<file path="src/rtl/regfile_sched_if.sv">
// regfile_sched_if: bundles the write-request, issue, query and
// register-file write signals of the write-port scheduler.
//   master - the side driving requests/issues/queries (decode, ALU, LSU)
//   slave  - the scheduler itself
interface regfile_sched_if;
  logic        a_valid;
  logic        a_ready;
  logic [4:0]  a_reg;
  logic [31:0] a_data;

  logic        l_valid;
  logic        l_ready;
  logic [4:0]  l_reg;
  logic [31:0] l_data;

  logic        iss_valid;
  logic [4:0]  iss_reg;
  logic        iss_ready;

  logic [4:0]  q1_reg;
  logic [4:0]  q2_reg;
  logic        q1_hazard;
  logic        q2_hazard;
  logic        q1_fwd;
  logic        q2_fwd;
  logic [31:0] q1_data;
  logic [31:0] q2_data;

  logic [4:0]  rwr;
  logic [31:0] wr;
  logic        wren;

  modport master (
    output a_valid, a_reg, a_data,
    output l_valid, l_reg, l_data,
    output iss_valid, iss_reg,
    output q1_reg, q2_reg,
    input  a_ready, l_ready, iss_ready,
    input  q1_hazard, q2_hazard, q1_fwd, q2_fwd, q1_data, q2_data,
    input  rwr, wr, wren
  );

  modport slave (
    input  a_valid, a_reg, a_data,
    input  l_valid, l_reg, l_data,
    input  iss_valid, iss_reg,
    input  q1_reg, q2_reg,
    output a_ready, l_ready, iss_ready,
    output q1_hazard, q2_hazard, q1_fwd, q2_fwd, q1_data, q2_data,
    output rwr, wr, wren
  );
endinterface

</file>
<file path="src/rtl/regfile_sched.sv">
// regfile_sched: write-port scheduler and RAW/WAW hazard scoreboard for the
// 31x32 register file (r0 is hardwired zero and never written).
//
// ALU and LSU writebacks share the single write port. A round-robin pointer
// settles contention (LSU first out of reset). The granted write goes through
// an output stage (drives rwr/wr/wren) and then a pending stage, which
// covers the cycle in which the file commits the write. The busy bit of the
// destination clears when the write leaves the pending stage.
//
// Build option: define REGFILE_SCHED_BYPASS_EN to forward data from the
// output and pending stages to the decode queries instead of stalling.
module regfile_sched (
  input  logic             clock,
  input  logic             reset_n,
  regfile_sched_if.slave   bus
);

  // Round-robin pointer: 0 = LSU wins the next contested cycle.
  logic        rr_ptr;
  logic        contested;
  logic        a_grant;
  logic        l_grant;
  logic        any_grant;
  logic [4:0]  sel_reg;
  logic [31:0] sel_data;

  logic        out_vld;
  logic [4:0]  out_reg;
  logic [31:0] out_data;

  logic        pend_vld;
  logic [4:0]  pend_reg;
  logic [31:0] pend_data;

  logic [31:1] busy;
  logic [31:0] busy_ext;
  logic [31:1] busy_set;
  logic [31:1] busy_clr;
  logic        iss_ok;

  logic        q1_fwd;
  logic        q2_fwd;
  logic [31:0] q1_data;
  logic [31:0] q2_data;

  // r0 has no busy bit; a zero in slot 0 keeps every r0 query clean.
  assign busy_ext = {busy, 1'b0};

  // Combinational grant; readies are forced low while reset is asserted.
  always_comb begin
    contested = bus.a_valid & bus.l_valid;
    a_grant   = reset_n & bus.a_valid & (~bus.l_valid | rr_ptr);
    l_grant   = reset_n & bus.l_valid & (~bus.a_valid | ~rr_ptr);
    any_grant = a_grant | l_grant;
    sel_reg   = l_grant ? bus.l_reg  : bus.a_reg;
    sel_data  = l_grant ? bus.l_data : bus.a_data;
  end

  assign bus.a_ready = a_grant;
  assign bus.l_ready = l_grant;

  // Pointer flips only after a contested grant.
  always_ff @(posedge clock or negedge reset_n) begin
    if (!reset_n) begin
      rr_ptr <= 1'b0;
    end else if (contested) begin
      rr_ptr <= ~rr_ptr;
    end
  end

  // Output stage: the file captures rwr/wr when wren is high. Writes to r0
  // are accepted but never raise wren.
  always_ff @(posedge clock or negedge reset_n) begin
    if (!reset_n) begin
      out_vld  <= 1'b0;
      out_reg  <= 5'd0;
      out_data <= 32'd0;
    end else begin
      out_vld <= any_grant && (sel_reg != 5'd0);
      if (any_grant) begin
        out_reg  <= sel_reg;
        out_data <= sel_data;
      end
    end
  end

  assign bus.rwr  = out_reg;
  assign bus.wr   = out_data;
  assign bus.wren = out_vld;

  // Pending stage: the write the file is committing this cycle.
  always_ff @(posedge clock or negedge reset_n) begin
    if (!reset_n) begin
      pend_vld  <= 1'b0;
      pend_reg  <= 5'd0;
      pend_data <= 32'd0;
    end else begin
      pend_vld  <= out_vld;
      pend_reg  <= out_reg;
      pend_data <= out_data;
    end
  end

  assign iss_ok        = ~busy_ext[bus.iss_reg];
  assign bus.iss_ready = iss_ok;

  // Scoreboard set/clear vectors. A new issue wins over a retiring write to
  // the same register, since that write belongs to an older producer.
  always_comb begin
    busy_set = '0;
    busy_clr = '0;
    for (int i = 1; i < 32; i++) begin
      if (bus.iss_valid && iss_ok && (bus.iss_reg == 5'(i))) begin
        busy_set[i] = 1'b1;
      end
      if (pend_vld && (pend_reg == 5'(i))) begin
        busy_clr[i] = 1'b1;
      end
    end
  end

  // Busy bits update.
  always_ff @(posedge clock or negedge reset_n) begin
    if (!reset_n) begin
      busy <= '0;
    end else begin
      busy <= (busy & ~busy_clr) | busy_set;
    end
  end

`ifdef REGFILE_SCHED_BYPASS_EN
  // Bypass select: the output stage holds the younger value, so it wins.
  always_comb begin
    q1_fwd  = 1'b0;
    q1_data = 32'd0;
    q2_fwd  = 1'b0;
    q2_data = 32'd0;
    if (busy_ext[bus.q1_reg] && out_vld && (out_reg == bus.q1_reg)) begin
      q1_fwd  = 1'b1;
      q1_data = out_data;
    end else if (busy_ext[bus.q1_reg] && pend_vld && (pend_reg == bus.q1_reg)) begin
      q1_fwd  = 1'b1;
      q1_data = pend_data;
    end
    if (busy_ext[bus.q2_reg] && out_vld && (out_reg == bus.q2_reg)) begin
      q2_fwd  = 1'b1;
      q2_data = out_data;
    end else if (busy_ext[bus.q2_reg] && pend_vld && (pend_reg == bus.q2_reg)) begin
      q2_fwd  = 1'b1;
      q2_data = pend_data;
    end
  end
`else
  assign q1_fwd  = 1'b0;
  assign q2_fwd  = 1'b0;
  assign q1_data = 32'd0;
  assign q2_data = 32'd0;
`endif

  assign bus.q1_fwd    = q1_fwd;
  assign bus.q2_fwd    = q2_fwd;
  assign bus.q1_data   = q1_data;
  assign bus.q2_data   = q2_data;
  assign bus.q1_hazard = busy_ext[bus.q1_reg] && (bus.q1_reg != 5'd0) && !q1_fwd;
  assign bus.q2_hazard = busy_ext[bus.q2_reg] && (bus.q2_reg != 5'd0) && !q2_fwd;

endmodule
</file>
<file path="src/flat_wrapper.sv">
// flat-port wrapper written by rule: the top's interface ports become plain ports
module regfile_sched_flat 
  (clock, reset_n, bus_a_valid, bus_a_reg, bus_a_data, bus_l_valid, bus_l_reg, bus_l_data, bus_iss_valid, bus_iss_reg, bus_q1_reg, bus_q2_reg, bus_a_ready, bus_l_ready, bus_iss_ready, bus_q1_hazard, bus_q2_hazard, bus_q1_fwd, bus_q2_fwd, bus_q1_data, bus_q2_data, bus_rwr, bus_wr, bus_wren);
  regfile_sched_if bus_i ();
  input  logic clock;
  input  logic reset_n;
  input wire logic [$bits(bus_i.a_valid)-1:0] bus_a_valid;
  input wire logic [$bits(bus_i.a_reg)-1:0] bus_a_reg;
  input wire logic [$bits(bus_i.a_data)-1:0] bus_a_data;
  input wire logic [$bits(bus_i.l_valid)-1:0] bus_l_valid;
  input wire logic [$bits(bus_i.l_reg)-1:0] bus_l_reg;
  input wire logic [$bits(bus_i.l_data)-1:0] bus_l_data;
  input wire logic [$bits(bus_i.iss_valid)-1:0] bus_iss_valid;
  input wire logic [$bits(bus_i.iss_reg)-1:0] bus_iss_reg;
  input wire logic [$bits(bus_i.q1_reg)-1:0] bus_q1_reg;
  input wire logic [$bits(bus_i.q2_reg)-1:0] bus_q2_reg;
  output wire logic [$bits(bus_i.a_ready)-1:0] bus_a_ready;
  output wire logic [$bits(bus_i.l_ready)-1:0] bus_l_ready;
  output wire logic [$bits(bus_i.iss_ready)-1:0] bus_iss_ready;
  output wire logic [$bits(bus_i.q1_hazard)-1:0] bus_q1_hazard;
  output wire logic [$bits(bus_i.q2_hazard)-1:0] bus_q2_hazard;
  output wire logic [$bits(bus_i.q1_fwd)-1:0] bus_q1_fwd;
  output wire logic [$bits(bus_i.q2_fwd)-1:0] bus_q2_fwd;
  output wire logic [$bits(bus_i.q1_data)-1:0] bus_q1_data;
  output wire logic [$bits(bus_i.q2_data)-1:0] bus_q2_data;
  output wire logic [$bits(bus_i.rwr)-1:0] bus_rwr;
  output wire logic [$bits(bus_i.wr)-1:0] bus_wr;
  output wire logic [$bits(bus_i.wren)-1:0] bus_wren;
  assign bus_i.a_valid = bus_a_valid;
  assign bus_i.a_reg = bus_a_reg;
  assign bus_i.a_data = bus_a_data;
  assign bus_i.l_valid = bus_l_valid;
  assign bus_i.l_reg = bus_l_reg;
  assign bus_i.l_data = bus_l_data;
  assign bus_i.iss_valid = bus_iss_valid;
  assign bus_i.iss_reg = bus_iss_reg;
  assign bus_i.q1_reg = bus_q1_reg;
  assign bus_i.q2_reg = bus_q2_reg;
  assign bus_a_ready = bus_i.a_ready;
  assign bus_l_ready = bus_i.l_ready;
  assign bus_iss_ready = bus_i.iss_ready;
  assign bus_q1_hazard = bus_i.q1_hazard;
  assign bus_q2_hazard = bus_i.q2_hazard;
  assign bus_q1_fwd = bus_i.q1_fwd;
  assign bus_q2_fwd = bus_i.q2_fwd;
  assign bus_q1_data = bus_i.q1_data;
  assign bus_q2_data = bus_i.q2_data;
  assign bus_rwr = bus_i.rwr;
  assign bus_wr = bus_i.wr;
  assign bus_wren = bus_i.wren;
  regfile_sched u_core (.clock(clock), .reset_n(reset_n), .bus(bus_i));
endmodule
</file>
<file path="config.mk">
export PLATFORM = sky130hd
export DESIGN_NAME = regfile_sched_flat
export DESIGN_NICKNAME = d
export VERILOG_FILES = /design/src/rtl/regfile_sched_if.sv /design/src/rtl/regfile_sched.sv /design/src/flat_wrapper.sv
export SDC_FILE = /design/constraint.sdc
export NUM_CORES = 1
export LEC_CHECK = 0
export ABC_CLOCK_PERIOD_IN_PS = 6860
export CAP_MARGIN = 20
export CORE_MARGIN = 5
export CORE_UTILIZATION = 46
export DETAILED_ROUTE_END_ITERATION = 16
export HOLD_SLACK_MARGIN = 0.08
export PLACE_DENSITY_LB_ADDON = 0.05
export SKIP_LAST_GASP = 1
export SLEW_MARGIN = 20
export SYNTH_ARGS = -nofsm -noshare
export SYNTH_HDL_FRONTEND = slang
export SYNTH_SLANG_ARGS = --single-unit
export TNS_END_PERCENT = 1
</file>
<file path="constraint.sdc">
create_clock -name clock -period 6.86 [get_ports clock]
set_input_delay 2.058 -clock clock [delete_from_list [all_inputs] [get_ports clock]]
set_output_delay 2.058 -clock clock [all_outputs]
set_load 0.05 [all_outputs]
</file>
==> run_1/congestion.png <==
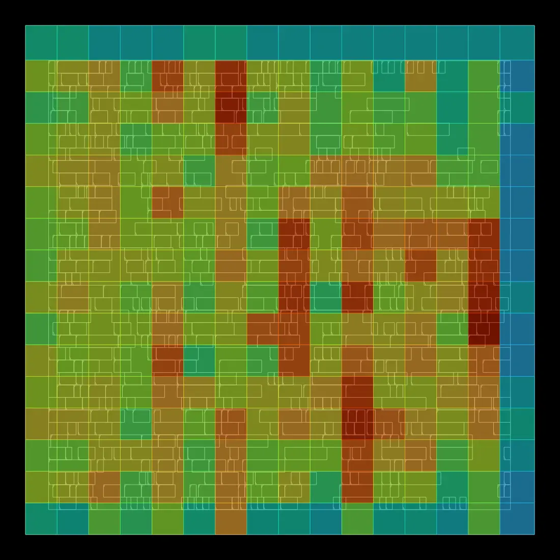
met2 Use GR: 0.333
met3 GRT Util: 0.105
most used routing layer: met2

==> run_1/io_placement.png <==
Scale: 4 px per µm. Pins as bars across the die edge, other pins in grey.
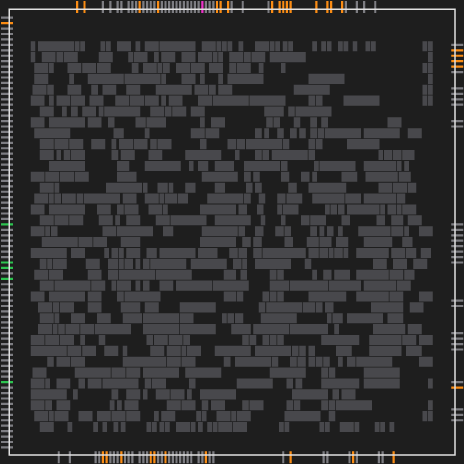
legend:
  magenta:
    port: bus_a_ready
    pins: 1
    direction: output
    edge: top
  orange:
    port: bus_q2_data
    pins: 32
    direction: output
    edge: 16 top, 10 bottom, 5 right, 1 left
  green:
    port: bus_l_reg
    pins: 5
    direction: input
    edge: left
all pins by edge: 80 left, 49 top, 43 bottom, 31 right
die span in y: 111 µm
Chip Width: 111 µm
IO Port Bufs: 136

==> run_1/layer_met3.png <==
Scale: 4 px per µm. Cells faint in the background.
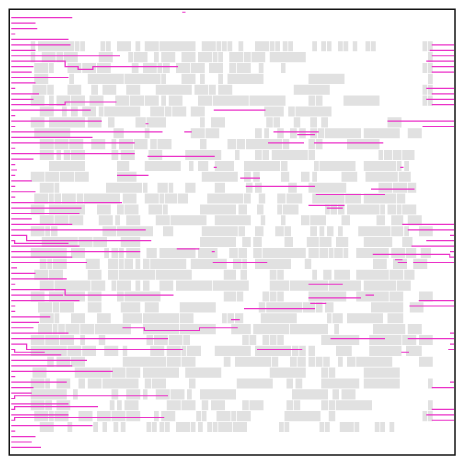
nets with wire on the layer: 133
longest straight run: 38.9 µm

==> deck_impl_summary.md, run 1 <==
Run Summary

Run status
  • Status: finished clean

Timing
  • Max_slew headroom: 0.375
  • Post-layout period usage: 0.922
  • Worst Skew: 0.0140 ns
  • RSZ-0062 raised after global routing: false
  • Worst slew pin tran: 0.938 ns
  • Peak Freq: 0.158 GHz
  • Final setup viols: 0
  • Fin. Hold Viols: 0
  • Crit path time final: 6.33 ns
  • Max Slew Vio Count: 0
  • Total negative slack: 0 ns

Routing
  • Wire per inst: 17.5 µm
  • Vias/cell: 5.24
  • Drt first pass iters: 4
  • Final wirelength: 12700 µm
  • Drt first-iter violations: 276
  • # DRC: 0
  • Total vias in the final route: 3812
  • Routed Antenna Nets: 0

Die
  • Ports: 203
  • Area of the core: 9860 µm²
  • # rows: 36
  • Pre-Place Util: 0.476
  • Die ar.: 12300 µm²

Setup path
  • Crit path DAT: 4.27 ns
  • Critical Path RT: 4.80 ns
  • WS Path Type: in2out
  • Setup slack, reg-to-reg: 5.15 ns
  • Crit path capture type: output pin
  • Worst Setup EP: bus_iss_ready
  • Reg2reg start: u_core.rr_ptr
  • R2r worst-path depth: 4
  • Worst flop-to-flop path endpoint: u_core.bus.rwr[1]
  • Worst Path Max Fanout: 11
  • Startpoint types: input port
  • CP Launch Point: bus_iss_reg[1]

Clock network
  • Root buffer cell: clkbuf_8
  • Postcts setup bufs: 0
  • Clock buffer depth: 2
  • Post-CTS sizing: 0
  • CTS tree: yes
  • # hold bufs at CTS: 0
  • Clk_lat worst skew: 0.35 ns
  • Worst-path clk slew: 0.08 ns
  • CTS H-tree depth: 3
  • CTS buffer count: 9
  • Clk sink count: 76

Yosys
  • Post-synth top area cell: dfrtp_1
  • Post-synthesis sequential area ratio: 0.405
  • Most common cell in the netlist: dfrtp_1
  • Commonest flop: dfrtp_1
  • Syn. warnings: 0
  • Number of cells in the yosys synthesis report: 464
  • Cell area after synthesis: 4700 µm²
  • Mapped Cells: 464
  • Avg Inst Size Synth: 10.1 µm²
  • Synthesis area per yosys: 4700 µm²
  • Commonest cells post-synth: 76 x dfrtp_1, 69 x buf_4, 61 x o21ai_0
  • Synth top area share: 0.405
  • Post-synth ARST share: 1.00
  • Flip-flop and latch count after synthesis: 76
  • Cell Type Count: 37
  • EDFF count, synth: 0
  • Top cells by area: dfrtp_1 40%, buf_4 11%, mux2i_1 8.3%, mux4_2 7.7%, o21ai_0 6.5%

Power and ir drop
  • VDD IR max: 0.187 mV
  • Sw frac: 0.432
  • Pint: 1250 µW
  • Pleak: 0.00263 µW
  • Clock network fraction of total power: 0.177
  • Cell Pwr Density: 359 nW/µm²
  • Psw: 948 µW
  • Combinational share of power: 0.468
  • Reg power frac: 0.356

Global route
  • Total global routing overflow: 0
  • Initial antenna violation count: 0
  • Number of global-route vias before repair: 3997
  • Largest net degree at the start of global routing: 76
  • First-pass GRT wire length: 21100 µm
  • Gr usage total: 0.209

Final layout
  • Max FFs per register: 32
  • Share of cells above drive strength 1: 0.0924
  • Final core occ: 0.620
  • Dominant logic cell types in the final layout: 130 x clkdlybuf4s50_1, 76 x dfrtp_1, 66 x conb_1
  • Sequential Area: 1900 µm²
  • # diodes: 0
  • Most common logic cell in the routed design: clkdlybuf4s50_1
  • Final Net Count: 684
  • Layout area overhead: 30.1%
  • Area of the multi-input gates: 2400 µm²
  • Fillers: 837
  • Design area: 6110 µm²

Hold path
  • Hold Crit Class: reg2reg
  • Min-Delay Path Depth: 0
  • Hold_sp: u_core.bus.wren
  • Hold Crit Endpoint: u_core.pend_vld

Place
  • Placer Congestion: 0.853
  • DP Area: 5890 µm²
  • Placed wire-length estimate: 9740 µm

Job
  • Max Cap Viol: 0
  • OpenROAD warnings: 26
[run 1: power by group through the flow]
stage          logic [µW]  registers, µW  clock network (µW)
2_1_floorplan         502            977                   0
3_3_place_gp         1020            777                   0
3_5_place_dp         1030            785                   0
4_1_cts              1030            778                 399
5_1_grt              1100            810                 417
6_report             1030            782                 388
[run 1: metrics by stage]
step / total power, µW / hold slack (ns) / worst slack, ns / cells
final: 2200 / 0.366 / 0.532 / 728
after global routing: 2330 / 0.391 / 0.286 / 728
after CTS: 2210 / 0.374 / 0.531 / 728
after detailed placement: 1810 / 0.359 / 0.535 / 712
after global placement: 1800 / 0.360 / 0.546 / 712
after floorplan: 1480 / 0.467 / 1.19 / 529
[run 1: final cells by class]
class	instances	share of cell area
multi-input cells	355	0.392
flip-flops and latches	76	0.311
repair buffers	141	0.228
well taps	133	0.0272
clock buffers	11	0.0231
clock inverters	5	0.0137
inverters	7	0.00430
[run 1: metal layers]
metal,global-route usage,up-vias,part of all wire
met5,0,-,0
met4,0.0543,0,0.015
met3,0.105,17,0.13
met2,0.333,168,0.47
met1,0.252,1836,0.39
li1,-,1791,-
[run 1: cells by family after synthesis]
logic type / share of synthesized area
AND-OR/OR-AND: 0.127
AND/OR/NAND/NOR: 0.115
buffers and inverters: 0.138
flip-flops: 0.405
multiplexers: 0.213
XOR/XNOR: 0.00186
other: 0.000798
[run 1: critical path, stage by stage]
cell and delay, ns:
clkdlybuf4s50_1 0.71, buf_4 0.25, mux2_2 0.34, a221oi_1 0.40, o311ai_0 0.16, nand4b_1 0.18
buf_12 0.15
==> run_1/layer_met2.png <==
Scale: 4 px per µm. Cells faint in the background.
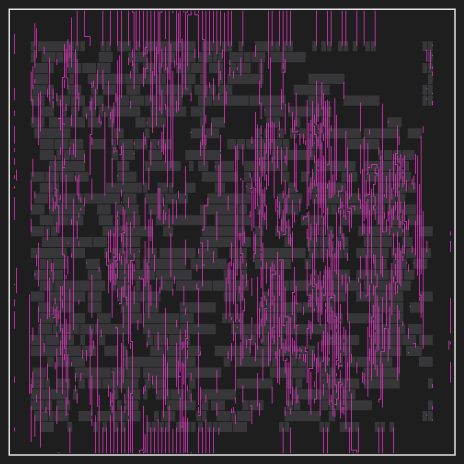

==> run 2, diff against run 1 <==
--- a/config.mk
+++ b/config.mk
@@ -7,8 +7,10 @@
 export LEC_CHECK = 0
 export ABC_CLOCK_PERIOD_IN_PS = 6860
 export CAP_MARGIN = 20
-export CORE_MARGIN = 5
-export CORE_UTILIZATION = 46
+export CELL_PAD_IN_SITES_DETAIL_PLACEMENT = 0
+export CELL_PAD_IN_SITES_GLOBAL_PLACEMENT = 1
+export CORE_MARGIN = 10
+export CORE_UTILIZATION = 34
 export DETAILED_ROUTE_END_ITERATION = 16
 export HOLD_SLACK_MARGIN = 0.08
 export PLACE_DENSITY_LB_ADDON = 0.05
==> run_2/layer_met2.png <==
Scale: 3 px per µm. Cells faint in the background.
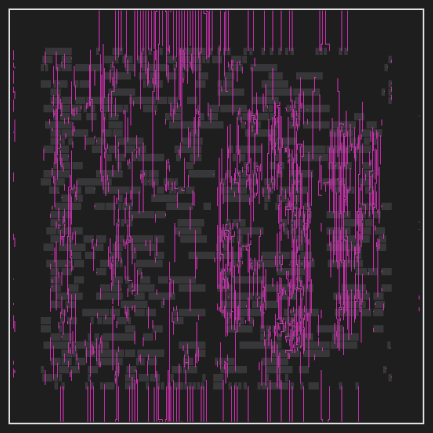
nets with wire on the layer: 586
wire length on this layer: 6610 µm
share of all routed wire: 45%

==> run_2/io_placement.png <==
Scale: 3 px per µm. Pins as bars across the die edge, other pins in grey.
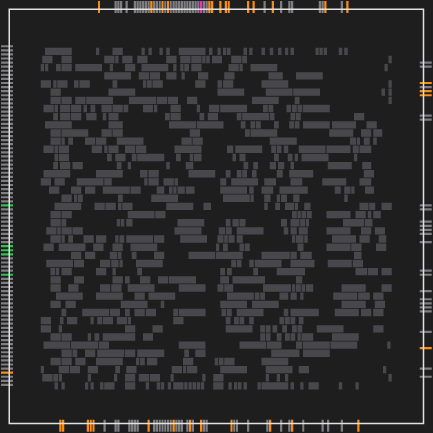
legend:
  green:
    port: bus_l_reg
    pins: 5
    direction: input
    edge: left
  orange:
    port: bus_q2_data
    pins: 32
    direction: output
    edge: 14 top, 13 bottom, 4 right, 1 left
  magenta:
    port: bus_a_ready
    pins: 1
    direction: output
    edge: top
Chip Width: 138 µm
die span in y: 138 µm

==> deck_impl_summary.md, run 2 <==
Run Summary

Final layout
  • Dominant logic cell types in the final layout: 130 x clkdlybuf4s50_1, 76 x dfrtp_1, 66 x conb_1
  • Share of cells above drive strength 1: 0.0941 (+0.00168)
  • Final core occ: 0.469 (-0.151)
  • Final Net Count: 684 (unchanged)
  • Most common logic cell in the routed design: clkdlybuf4s50_1
  • # diodes: 0 (unchanged)
  • Design area: 6280 µm² (+2.7%)
  • Max FFs per register: 32 (unchanged)

Timing
  • Crit path time final: 6.35 ns (+0.0229 ns)
  • Worst Skew: 0.00475 ns (-0.00921 ns)
  • Max_slew headroom: 0.507 (+0.132)
  • Max Slew Vio Count: 0 (unchanged)
  • RSZ-0062 raised after global routing: false
  • Worst slew pin tran: 0.740 ns (-0.198 ns)
  • Min Hold Slack: 0.376 ns (+0.00964 ns)
  • Post-layout period usage: 0.926 (+0.00334)
  • Peak Freq: 0.157 GHz (-0.36%)
  • Total negative slack: 0 ns (unchanged)

Yosys
  • Flip-flop and latch count after synthesis: 76 (unchanged)
  • Top cells by area: dfrtp_1 40%, buf_4 11%, mux2i_1 8.3%, mux4_2 7.7%, o21ai_0 6.5%
  • Avg Inst Size Synth: 10.1 µm² (unchanged)
  • Most common cell in the netlist: dfrtp_1
  • Number of cells in the yosys synthesis report: 464 (unchanged)
  • Cell area after synthesis: 4700 µm² (unchanged)
  • Synthesis area per yosys: 4700 µm² (unchanged)
  • Post-synthesis sequential area ratio: 0.405 (unchanged)
  • Mapped Cells: 464 (unchanged)
  • Commonest flop: dfrtp_1
  • Post-synth ARST share: 1.00 (unchanged)

Setup path
  • Reg2reg start: u_core.rr_ptr
  • Worst Path Max Fanout: 10 (-1)
  • Cell count along the critical path: 5 (-2)
  • Buf/Inv on CP: 2 (-1)
  • Critical Path RT: 4.80 ns (about the same)
  • Slowest CP cell: clkdlybuf4s50_1
  • Delay-heaviest family, CP: buffers and inverters
  • Crit path capture type: output pin
  • R2r worst-path depth: 4 (unchanged)
  • Setup slack, reg-to-reg: 5.14 ns (about the same)
  • Worst flop-to-flop path endpoint: u_core.bus.wr[11]
  • Crit path DAT: 4.29 ns (+0.02 ns)
  • Startpoint types: input port
  • Worst Setup EP: bus_q2_hazard

Global route
  • Largest net degree at the start of global routing: 76 (unchanged)
  • First-pass GRT wire length: 22800 µm (+8.4%)
  • Gr usage total: 0.157 (-0.0520)
  • Initial antenna violation count: 0 (unchanged)
  • Total global routing overflow: 0 (unchanged)
  • Number of global-route vias before repair: 3996 (-0.025%)

Hold path
  • Hold Crit Class: reg2reg
  • Hold_sp: u_core.bus.wren
  • Hold Crit Endpoint: u_core.pend_vld

Routing
  • Drt first-iter violations: 234 (-15%)
  • Total vias in the final route: 3810 (-0.052%)
  • Routed Antenna Nets: 0 (unchanged)
  • Wire per inst: 19.3 µm (+10%)
  • Vias/cell: 4.94 (-5.6%)
  • Drt first pass iters: 4 (unchanged)

Clock network
  • Clk sink count: 76 (unchanged)
  • Clock buffer depth: 2 (unchanged)
  • Worst-path clk slew: 0.06 ns (-0.02 ns)
  • Root buffer cell: clkbuf_16
  • CTS tree: yes
  • Post-CTS sizing: 0 (unchanged)
  • Postcts setup bufs: 0 (unchanged)
  • CTS buffer count: 9 (unchanged)
  • # hold bufs at CTS: 0 (unchanged)

Power and ir drop
  • Cell Pwr Density: 376 nW/µm² (+4.7%)
  • VDD IR max: 0.176 mV (-5.8%)
  • Total power: 2360 µW (+7.5%)
  • Pleak: 0.00269 µW (+2.4%)

Die
  • Area of the core: 13400 µm² (+36%)
  • Pre-Place Util: 0.351 (-0.126)
  • Ports: 203 (unchanged)
  • Die ar.: 18900 µm² (+53%)

Place
  • Placer Congestion: 0.895 (+4.9%)
  • Placed wire-length estimate: 11600 µm (+19%)
  • IO Port Bufs: 136 (unchanged)

Job
  • OpenROAD warnings: 26 (unchanged)
  • Max Cap Viol: 0 (unchanged)

Run status
  • Status: finished clean
==> run_2/layer_met3.png <==
Scale: 3 px per µm. Cells faint in the background.
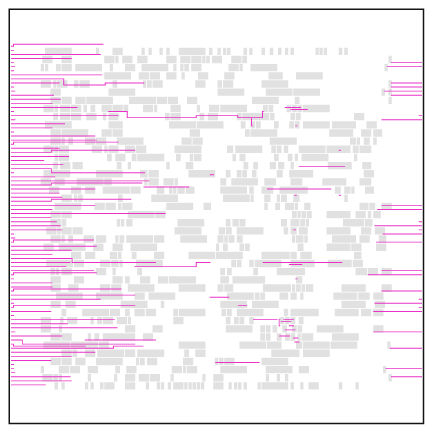
wire length on this layer: 2210 µm
nets with wire on the layer: 129
main direction: horizontal
longest straight run: 51.3 µm
share of all routed wire: 15%
final wirelength: 14900 µm
met3 GRT Util: 0.110

-- run 2: where the power goes --
| part | switching, µW | internal (µW) | total (µW) |
|---|---|---|---|
| combinational | 618 | 416 | 1030 |
| sequential | 175 | 618 | 792 |
| clock | 188 | 347 | 535 |
| total | 981 | 1380 | 2360 |
-- run 2: cell families after synthesis --
kind of cell | share of synthesized area
other | 0.000798
AOI/OAI and AO/OA | 0.127
buffers and inverters | 0.138
and+or+nand+nor | 0.115
DFF | 0.405
xor gates and xnor gates | 0.00186
muxes | 0.213
-- run 2: layout make-up --
cell class,instances,area [µm²]
fillers,1314,7120
inverters,7,26.3
clock buffers,12,267
multi-input cells,355,2400
repair buffers,141,1400
flip-flops and latches,76,1900
clock inverters,4,70.1
well taps,176,220
-- run 2: layer usage --
metal  global-route usage  share of wire  wire length, µm  up-vias
met5                    0              0                0        -
met4               0.0468          0.012              171        0
met3                0.110           0.15             2210       14
met1                0.180           0.39             5860     1845
met2                0.228           0.45             6610      161
li1                     -              -                -     1790
-- run 2: metrics by stage --
| stage | setup slack [ns] | cells |
|---|---|---|
| 2_1_floorplan | 1.19 | 529 |
| 3_3_place_gp | 0.505 | 755 |
| 3_5_place_dp | 0.500 | 755 |
| 4_1_cts | 0.496 | 771 |
| 5_1_grt | 0.387 | 771 |
| 6_report | 0.509 | 771 |
==> run 3, diff against run 2 <==
--- a/config.mk
+++ b/config.mk
@@ -11,6 +11,7 @@
 export CELL_PAD_IN_SITES_GLOBAL_PLACEMENT = 1
 export CORE_MARGIN = 10
 export CORE_UTILIZATION = 34
+export CTS_CLUSTER_SIZE = 24
 export DETAILED_ROUTE_END_ITERATION = 16
 export HOLD_SLACK_MARGIN = 0.08
 export PLACE_DENSITY_LB_ADDON = 0.05
==> run_3/congestion.png <==
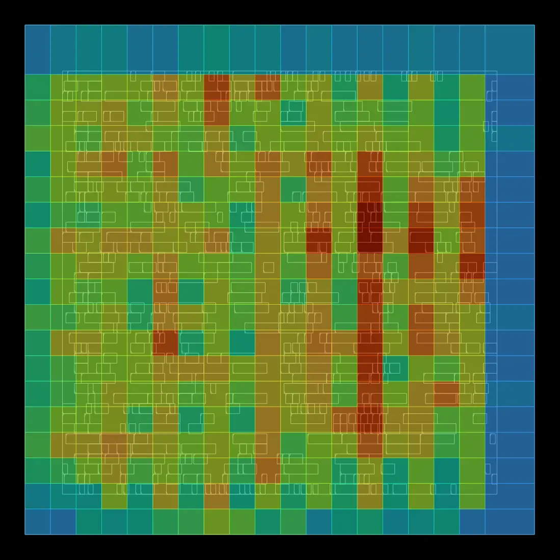
met2 Use GR: 0.228
final core occ: 0.469

==> run_3/layer_met2.png <==
Scale: 3 px per µm. Cells faint in the background.
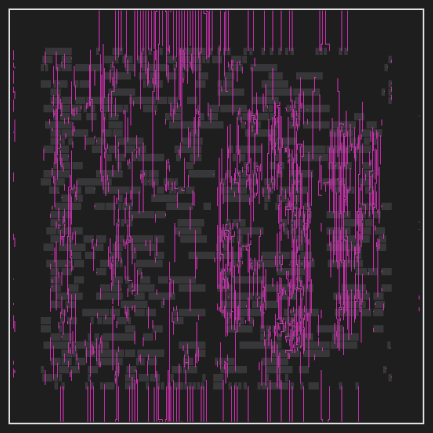
longest straight run: 46.2 µm
wire length on this layer: 6610 µm

==> deck_impl_summary.md, run 3 <==
Run Summary

Run status
  • Status: finished clean

Timing
  • Worst slew pin tran: 0.740 ns (unchanged)
  • Total negative slack: 0 ns (unchanged)
  • Worst Skew: 0.00475 ns (unchanged)
  • RSZ-0062 raised after global routing: false
  • Crit path time final: 6.35 ns (unchanged)
  • Peak Freq: 0.157 GHz (unchanged)
  • Post-layout period usage: 0.926 (unchanged)
  • Slack of the critical path: 0.509 ns (unchanged)
  • Max_slew headroom: 0.507 (unchanged)
  • Final setup viols: 0
  • Min Hold Slack: 0.376 ns (unchanged)
  • Fin. Hold Viols: 0
  • Max Slew Vio Count: 0 (unchanged)

Global route
  • Total global routing overflow: 0 (unchanged)
  • First-pass GRT wire length: 22800 µm (unchanged)
  • Number of global-route vias before repair: 3996 (unchanged)
  • Largest net degree at the start of global routing: 76 (unchanged)
  • Gr usage total: 0.157 (unchanged)
  • Initial antenna violation count: 0 (unchanged)

Die
  • # rows: 42
  • Pre-Place Util: 0.351 (unchanged)
  • Ports: 203 (unchanged)
  • Chip Width: 138 µm (unchanged)
  • Area of the core: 13400 µm² (unchanged)
  • Die span in y: 138 µm (unchanged)
  • Die ar.: 18900 µm² (unchanged)

Final layout
  • Dominant logic cell types in the final layout: 130 x clkdlybuf4s50_1, 76 x dfrtp_1, 66 x conb_1
  • Max FFs per register: 32 (unchanged)
  • # diodes: 0 (unchanged)
  • Share of cells above drive strength 1: 0.0941 (unchanged)
  • Most common logic cell in the routed design: clkdlybuf4s50_1
  • Final Net Count: 684 (unchanged)
  • Layout area overhead: 33.6%
  • Fillers: 1314 (unchanged)
  • Sequential Area: 1900 µm² (unchanged)
  • Area of the multi-input gates: 2400 µm² (unchanged)

Power and ir drop
  • Sw frac: 0.415 (unchanged)
  • Reg power frac: 0.336 (about the same)
  • VDD IR max: 0.176 mV (unchanged)
  • Clock network fraction of total power: 0.227 (about the same)
  • Pint: 1380 µW (unchanged)
  • Cell Pwr Density: 376 nW/µm² (unchanged)
  • Combinational share of power: 0.438 (about the same)
  • Psw: 981 µW (unchanged)
  • Pleak: 0.00269 µW (unchanged)

Routing
  • # DRC: 0
  • Wire per inst: 19.3 µm (unchanged)
  • Final wirelength: 14900 µm (unchanged)
  • Drt first-iter violations: 234 (unchanged)
  • Drt first pass iters: 4 (unchanged)
  • Total vias in the final route: 3810 (unchanged)
  • Vias/cell: 4.94 (unchanged)
  • Routed Antenna Nets: 0 (unchanged)

Yosys
  • Post-synthesis sequential area ratio: 0.405 (unchanged)
  • Number of cells in the yosys synthesis report: 464 (unchanged)
  • Most common cell in the netlist: dfrtp_1
  • Top cells by area: dfrtp_1 40%, buf_4 11%, mux2i_1 8.3%, mux4_2 7.7%, o21ai_0 6.5%
  • Cell area after synthesis: 4700 µm² (unchanged)
  • Flip-flop and latch count after synthesis: 76 (unchanged)
  • Cell Type Count: 37
  • EDFF count, synth: 0
  • Synthesis area per yosys: 4700 µm² (unchanged)
  • Commonest flop: dfrtp_1
  • Post-synth top area cell: dfrtp_1
  • Post-synth ARST share: 1.00 (unchanged)
  • Avg Inst Size Synth: 10.1 µm² (unchanged)
  • Syn. warnings: 0
  • Mapped Cells: 464 (unchanged)
  • Synth top area share: 0.405
  • Commonest cells post-synth: 76 x dfrtp_1, 69 x buf_4, 61 x o21ai_0

Clock network
  • Worst-path clk slew: 0.06 ns (about the same)
  • Root buffer cell: clkbuf_16
  • CTS buffer count: 9 (unchanged)
  • Postcts setup bufs: 0 (unchanged)
  • Post-CTS sizing: 0 (unchanged)
  • Clk sink count: 76 (unchanged)
  • Clock buffer depth: 2 (unchanged)
  • # hold bufs at CTS: 0 (unchanged)
  • CTS tree: yes
  • Clk_lat worst skew: 0.34 ns
  • CTS H-tree depth: 3

Setup path
  • Worst Path Max Fanout: 10 (unchanged)
  • Critical Path RT: 4.80 ns (about the same)
  • Crit path capture type: output pin
  • CP Cell Sequence: clkdlybuf4s50_1 > mux4_2 > mux2_2 > a311o_1 > buf_4
  • Slowest CP cell: clkdlybuf4s50_1
  • WS Path Type: in2out
  • Startpoint types: input port
  • Crit path DAT: 4.29 ns (about the same)
  • CP max stage delay: 0.83 ns
  • Delay-heaviest family, CP: buffers and inverters
  • Buf/Inv on CP: 2 (unchanged)

Job
  • Max Cap Viol: 0 (unchanged)
  • OpenROAD warnings: 26 (unchanged)

Place
  • Placer Congestion: 0.895 (unchanged)
  • Pre-CTS WS: 0.500 ns (unchanged)
  • IO Port Bufs: 136 (unchanged)
  • Placed wire-length estimate: 11600 µm (unchanged)

Hold path
  • Hold Crit Class: reg2reg
==> run_3/io_placement.png <==
Scale: 3 px per µm. Pins as bars across the die edge, other pins in grey.
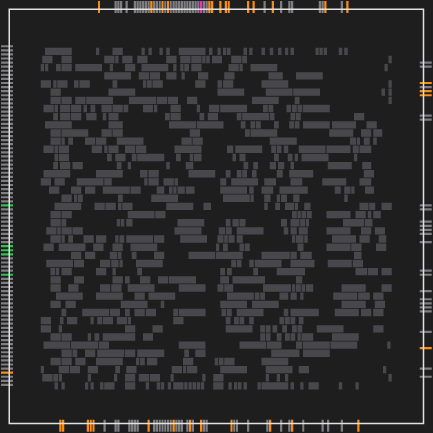
legend:
  green:
    port: bus_l_reg
    pins: 5
    direction: input
    edge: left
  orange:
    port: bus_q2_data
    pins: 32
    direction: output
    edge: 14 top, 13 bottom, 4 right, 1 left
  magenta:
    port: bus_a_ready
    pins: 1
    direction: output
    edge: top
all pins by edge: 84 left, 49 top, 44 bottom, 26 right

==> run 3: layout make-up <==
class | count | share of cell area
Clock inverter | 4 | 0.0112
Tap cell | 176 | 0.0351
Clock buffer | 12 | 0.0424
Multi-Input combinational cell | 355 | 0.382
Timing Repair Buffer | 141 | 0.222
Inverter | 7 | 0.00418
Sequential cell | 76 | 0.303
==> run 3: path summary, 6_finish.rpt <==
check                                startpoint  slack, ns  cells after the start                 to
min in group asynchronous               reset_n       1.67                      1  u_core.bus.rwr[3]
worst max register to register    u_core.rr_ptr       5.14                      4  u_core.bus.wr[11]
max in group asynchronous               reset_n       4.24                      2     u_core.busy[1]
worst min-delay path            u_core.bus.wren       0.38                      0    u_core.pend_vld
worst min register to register  u_core.bus.wren       0.38                      0    u_core.pend_vld
worst max-delay path              bus_q2_reg[0]       0.51                      5      bus_q2_hazard
==> run 3: stage by stage <==
stage	area [µm²]	std cells	total power [µW]
2_1_floorplan	4940	529	1480
3_5_place_dp	5940	755	1830
6_report	6280	771	2360
4_1_cts	6280	771	2380
5_1_grt	6280	771	2500
3_3_place_gp	5940	755	1820
==> run 3: kinds of logic after synthesis <==
logic type,synth area share
AOI/OAI and AO/OA,0.127
xor gates and xnor gates,0.00186
buffers and inverters,0.138
DFF,0.405
muxes,0.213
other,0.000798
and+or+nand+nor,0.115
==> run 3: power groups by stage <==
stage / Combinational, µW / Sequential [µW] / Clock [µW]
finish: 1030 / 792 / 535
CTS: 1040 / 790 / 548
global route: 1110 / 820 / 568
floorplan: 502 / 977 / 0
global placement: 1040 / 788 / 0
detailed placement: 1040 / 795 / 0
==> run 3: per-layer routing <==
layer	routed length (µm)	global-route usage
met1	5860	0.180
met2	6610	0.228
met3	2210	0.110
met4	171	0.0468
met5	0	0
Power and IR drop assume default switching activity.
